===== src/rtl/cfs_apb_pkg.sv =====
// Shared types and helpers for the CFS APB arbitrated master.
// Width macros may be overridden on the command line before this file is read.
`ifndef CFS_APB_MAX_ADDR_WIDTH
`define CFS_APB_MAX_ADDR_WIDTH 32
`endif

`ifndef CFS_APB_MAX_DATA_WIDTH
`define CFS_APB_MAX_DATA_WIDTH 32
`endif

package cfs_apb_pkg;

  typedef enum logic [1:0] {
    ST_IDLE   = 2'd0,
    ST_SETUP  = 2'd1,
    ST_ACCESS = 2'd2
  } cfs_apb_arb_state_t;

  // Position reached when stepping 'offset' places from 'base' around a ring of 'n'.
  function automatic int rr_index(input int base, input int offset, input int n);
    return (base + offset) % n;
  endfunction

  function automatic int wrap_inc(input int idx, input int n);
    return rr_index(idx, 1, n);
  endfunction

endpackage


===== src/rtl/cfs_apb_rr_arbiter.sv =====
// Combinational round-robin pick: first set bit of req_mask at or after ptr,
// returned both one-hot and as a binary index.
module cfs_apb_rr_arbiter
  import cfs_apb_pkg::*;
#(
  parameter int NUM_REQ = 4
) (
  input  logic [NUM_REQ-1:0]         req_mask,
  input  logic [$clog2(NUM_REQ)-1:0] ptr,
  output logic [NUM_REQ-1:0]         grant,
  output logic [$clog2(NUM_REQ)-1:0] grant_idx,
  output logic                       grant_valid
);

  localparam int IDX_W = $clog2(NUM_REQ);

  logic [IDX_W-1:0] cand;

  // NOTE: every output of a combinational block gets a default before any
  // branch; a path that leaves one unassigned would infer a latch.
  always_comb begin
    grant       = '0;
    grant_idx   = '0;
    grant_valid = 1'b0;
    cand        = '0;
    for (int k = 0; k < NUM_REQ; k++) begin
      cand = IDX_W'(rr_index(int'(ptr), k, NUM_REQ));
      if (!grant_valid && req_mask[cand]) begin
        grant_valid = 1'b1;
        grant[cand] = 1'b1;
        grant_idx   = cand;
      end
    end
  end

endmodule


===== src/rtl/cfs_apb_arb_master.sv =====
// Round-robin arbitrated APB master: one requester at a time is carried through
// SETUP/ACCESS, with a wait-state timeout so a stuck slave cannot hold the bus.
module cfs_apb_arb_master
  import cfs_apb_pkg::*;
#(
  parameter int NUM_REQ        = 4,
  parameter int ADDR_WIDTH     = `CFS_APB_MAX_ADDR_WIDTH,
  parameter int DATA_WIDTH     = `CFS_APB_MAX_DATA_WIDTH,
  parameter int TIMEOUT_CYCLES = 256
) (
  input  logic                          pclk,
  input  logic                          preset_n,
  input  logic [NUM_REQ-1:0]            req,
  input  logic [NUM_REQ-1:0]            req_write,
  input  logic [NUM_REQ*ADDR_WIDTH-1:0] req_addr,
  input  logic [NUM_REQ*DATA_WIDTH-1:0] req_wdata,
  output logic [NUM_REQ-1:0]            done,
  output logic [DATA_WIDTH-1:0]         rsp_rdata,
  output logic                          rsp_slverr,
  output logic                          rsp_timeout,
  output logic [ADDR_WIDTH-1:0]         paddr,
  output logic                          pwrite,
  output logic                          psel,
  output logic                          penable,
  output logic [DATA_WIDTH-1:0]         pwdata,
  input  logic                          pready,
  input  logic [DATA_WIDTH-1:0]         prdata,
  input  logic                          pslverr
);

  localparam int IDX_W = $clog2(NUM_REQ);
  localparam int CNT_W = (TIMEOUT_CYCLES > 0) ? $clog2(TIMEOUT_CYCLES + 1) : 1;
  localparam logic [CNT_W-1:0] CNT_LAST = CNT_W'((TIMEOUT_CYCLES > 0) ? TIMEOUT_CYCLES - 1 : 0);
  localparam logic [CNT_W-1:0] CNT_MAX  = '1;

  cfs_apb_arb_state_t state_q, state_d;

  logic [IDX_W-1:0]   ptr_q;
  logic [IDX_W-1:0]   gnt_idx_q;
  logic [NUM_REQ-1:0] gnt_oh_q;
  logic [CNT_W-1:0]   wait_cnt_q;

  logic [NUM_REQ-1:0] eligible;
  logic [NUM_REQ-1:0] grant;
  logic [IDX_W-1:0]   grant_idx;
  logic               grant_valid;
  logic               xfer_done;
  logic               timeout_hit;

  logic [ADDR_WIDTH-1:0] addr_arr  [NUM_REQ];
  logic [DATA_WIDTH-1:0] wdata_arr [NUM_REQ];

  logic                  psel_d;
  logic                  penable_d;
  logic [NUM_REQ-1:0]    done_d;
  logic [DATA_WIDTH-1:0] rdata_d;
  logic                  slverr_d;
  logic                  timeout_d;

  for (genvar i = 0; i < NUM_REQ; i++) begin : g_unpack
    assign addr_arr[i]  = req_addr[i*ADDR_WIDTH +: ADDR_WIDTH];
    assign wdata_arr[i] = req_wdata[i*DATA_WIDTH +: DATA_WIDTH];
  end

  // A requester whose done pulse is on the bus this cycle is not re-served at once.
  assign eligible = req & ~done;

  cfs_apb_rr_arbiter #(
    .NUM_REQ (NUM_REQ)
  ) u_rr_arbiter (
    .req_mask    (eligible),
    .ptr         (ptr_q),
    .grant       (grant),
    .grant_idx   (grant_idx),
    .grant_valid (grant_valid)
  );

  assign xfer_done   = (state_q == ST_ACCESS) && pready;
  assign timeout_hit = (TIMEOUT_CYCLES != 0) && (state_q == ST_ACCESS) && !pready &&
                       (wait_cnt_q == CNT_LAST);

  // NOTE: clocked state uses non-blocking assignments only, so every register
  // samples the pre-edge values regardless of process ordering.
  always_ff @(posedge pclk or negedge preset_n) begin
    if (!preset_n) begin
      state_q <= ST_IDLE;
    end else begin
      state_q <= state_d;
    end
  end

  always_comb begin
    state_d = state_q;
    unique case (state_q)
      ST_IDLE:   if (grant_valid) state_d = ST_SETUP;
      ST_SETUP:  state_d = ST_ACCESS;
      ST_ACCESS: if (xfer_done || timeout_hit) state_d = ST_IDLE;
      default:   state_d = ST_IDLE;
    endcase
  end

  // Next values of the registered outputs; the completion response is a single-cycle pulse.
  always_comb begin
    psel_d    = (state_d != ST_IDLE);
    penable_d = (state_d == ST_ACCESS);
    done_d    = '0;
    rdata_d   = '0;
    slverr_d  = 1'b0;
    timeout_d = 1'b0;
    if (xfer_done) begin
      done_d   = gnt_oh_q;
      rdata_d  = pwrite ? '0 : prdata;
      slverr_d = pslverr;
    end else if (timeout_hit) begin
      done_d    = gnt_oh_q;
      slverr_d  = 1'b1;
      timeout_d = 1'b1;
    end
  end

  always_ff @(posedge pclk or negedge preset_n) begin
    if (!preset_n) begin
      psel        <= 1'b0;
      penable     <= 1'b0;
      pwrite      <= 1'b0;
      paddr       <= '0;
      pwdata      <= '0;
      done        <= '0;
      rsp_rdata   <= '0;
      rsp_slverr  <= 1'b0;
      rsp_timeout <= 1'b0;
      gnt_oh_q    <= '0;
      gnt_idx_q   <= '0;
      ptr_q       <= '0;
    end else begin
      psel        <= psel_d;
      penable     <= penable_d;
      done        <= done_d;
      rsp_rdata   <= rdata_d;
      rsp_slverr  <= slverr_d;
      rsp_timeout <= timeout_d;
      if (state_q == ST_IDLE && grant_valid) begin
        paddr     <= addr_arr[grant_idx];
        pwdata    <= wdata_arr[grant_idx];
        pwrite    <= req_write[grant_idx];
        gnt_oh_q  <= grant;
        gnt_idx_q <= grant_idx;
      end
      if (xfer_done || timeout_hit) begin
        ptr_q <= IDX_W'(wrap_inc(int'(gnt_idx_q), NUM_REQ));
      end
    end
  end

  // Wait-state counter: cleared in SETUP so every ACCESS phase starts from zero.
  always_ff @(posedge pclk or negedge preset_n) begin
    if (!preset_n) begin
      wait_cnt_q <= '0;
    end else if (state_q == ST_SETUP) begin
      wait_cnt_q <= '0;
    end else if (state_q == ST_ACCESS && !pready && wait_cnt_q != CNT_MAX) begin
      wait_cnt_q <= wait_cnt_q + CNT_W'(1);
    end
  end

endmodule


===== config.mk =====
export PLATFORM = sky130hd
export DESIGN_NAME = cfs_apb_arb_master
export DESIGN_NICKNAME = d
export VERILOG_FILES = /design/src/rtl/cfs_apb_pkg.sv /design/src/rtl/cfs_apb_rr_arbiter.sv /design/src/rtl/cfs_apb_arb_master.sv
export SDC_FILE = /design/constraint.sdc
export NUM_CORES = 1
export LEC_CHECK = 0
export CAP_MARGIN = 20
export CORE_AREA = 10 10 161 163
export DETAILED_ROUTE_END_ITERATION = 7
export DIE_AREA = 0 0 171 173
export PLACE_DENSITY = 0.69
export SYNTH_ARGS = -nofsm -noshare
export SYNTH_HDL_FRONTEND = slang
export SYNTH_SLANG_ARGS = --single-unit
export TNS_END_PERCENT = 100

===== constraint.sdc =====
create_clock -name pclk -period 2.9 [get_ports pclk]
set_clock_uncertainty 0.05 [all_clocks]
set_input_delay 0.87 -clock pclk [delete_from_list [all_inputs] [get_ports pclk]]
set_output_delay 0.87 -clock pclk [all_outputs]
set_load 0.01 [all_outputs]

==> impl_metrics.env <==
# yosys + openroad results
export IMPL_rr_endpoint="pwdata[26]$_DFFE_PN0P_"
export IMPL_dp_hpwl_mm=23.0
export IMPL_setup_viol=0
export IMPL_synth_edff_count=0
export IMPL_die_y_um=173
export IMPL_status="finished clean"
export IMPL_seq_area_mm2=0.00310
export IMPL_critPathLaunch="req[0]"
export IMPL_async_flop_share_pct=100
export IMPL_cts_sinks=124
export IMPL_worst_pin_slew_ns=0.630
export IMPL_cts_htree_levels=4
export IMPL_comb_area_mm2=0.00353
export IMPL_total_power_uw=11900
export IMPL_rr_worst_depth=9
export IMPL_cpMaxStageDelayCell="mux4_2"
export IMPL_clkbuf_count=17
export IMPL_cts_setup_buffers=8
export IMPL_cp_slowest_stage_delay_ns=0.51
export IMPL_wl_met2_mm=15.9
export IMPL_powerDensity_mw_per_mm2=972
export IMPL_critical_path_buf_inv_count=4
export IMPL_synth_cellmix_compoundShare_pct=5.16
export IMPL_worst_hold_path_type="in -> async"
export IMPL_antenna_found_initial=4
export IMPL_wl_met3_mm=1.99
export IMPL_whs_ns=0.403
export IMPL_yosys_cells=519
export IMPL_synthTopCellsByArea="dfrtp_1, mux2_2, mux2i_1, mux4_1, mux4_2"
export IMPL_top_layer_used="met5"
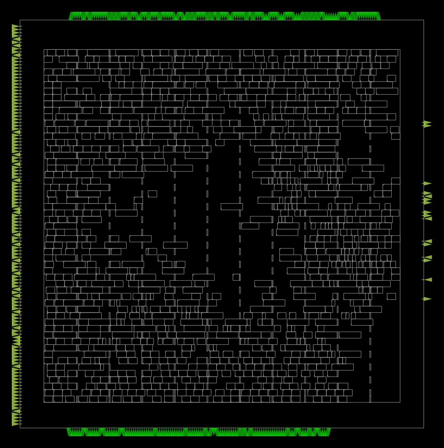
placement.png
fin util: 54.1%
total core area: 0.0226 mm²

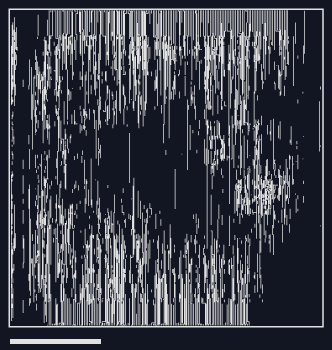
layer_met2.png
Bar = 50 µm.
The layer carries 15900 µm of wire. 1128 nets have wire on it. The longest straight run is 79.7 µm. The layer holds 56% of the routed length.
grt met2 use: 35.3%
WL final: 28.6 mm
routed via count: 6097

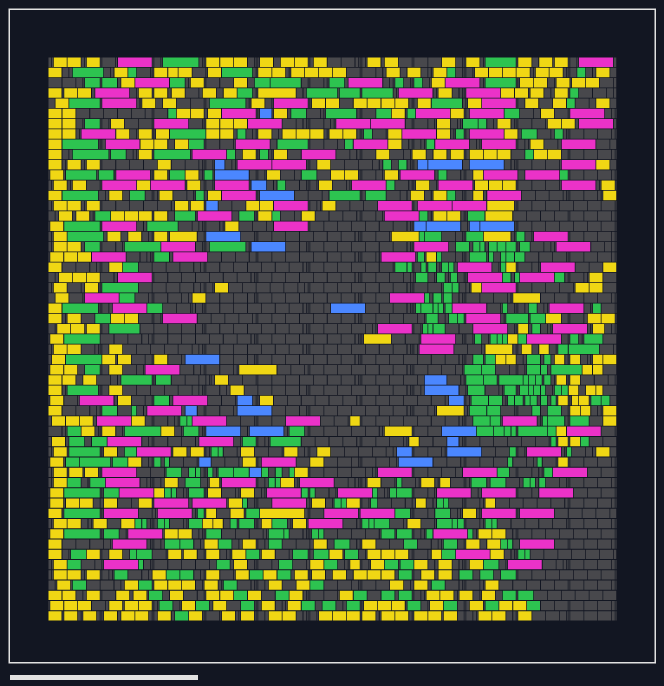
placement_by_type.png
Bar = 50 µm. Fill, decap, tap and diode cells in grey.
Key: magenta = flops [cells 124]; blue = clock drivers and dummy loads [cells 32]; yellow = other buffers and delay cells [cells 459]; green = combinational and other logic [cells 363]

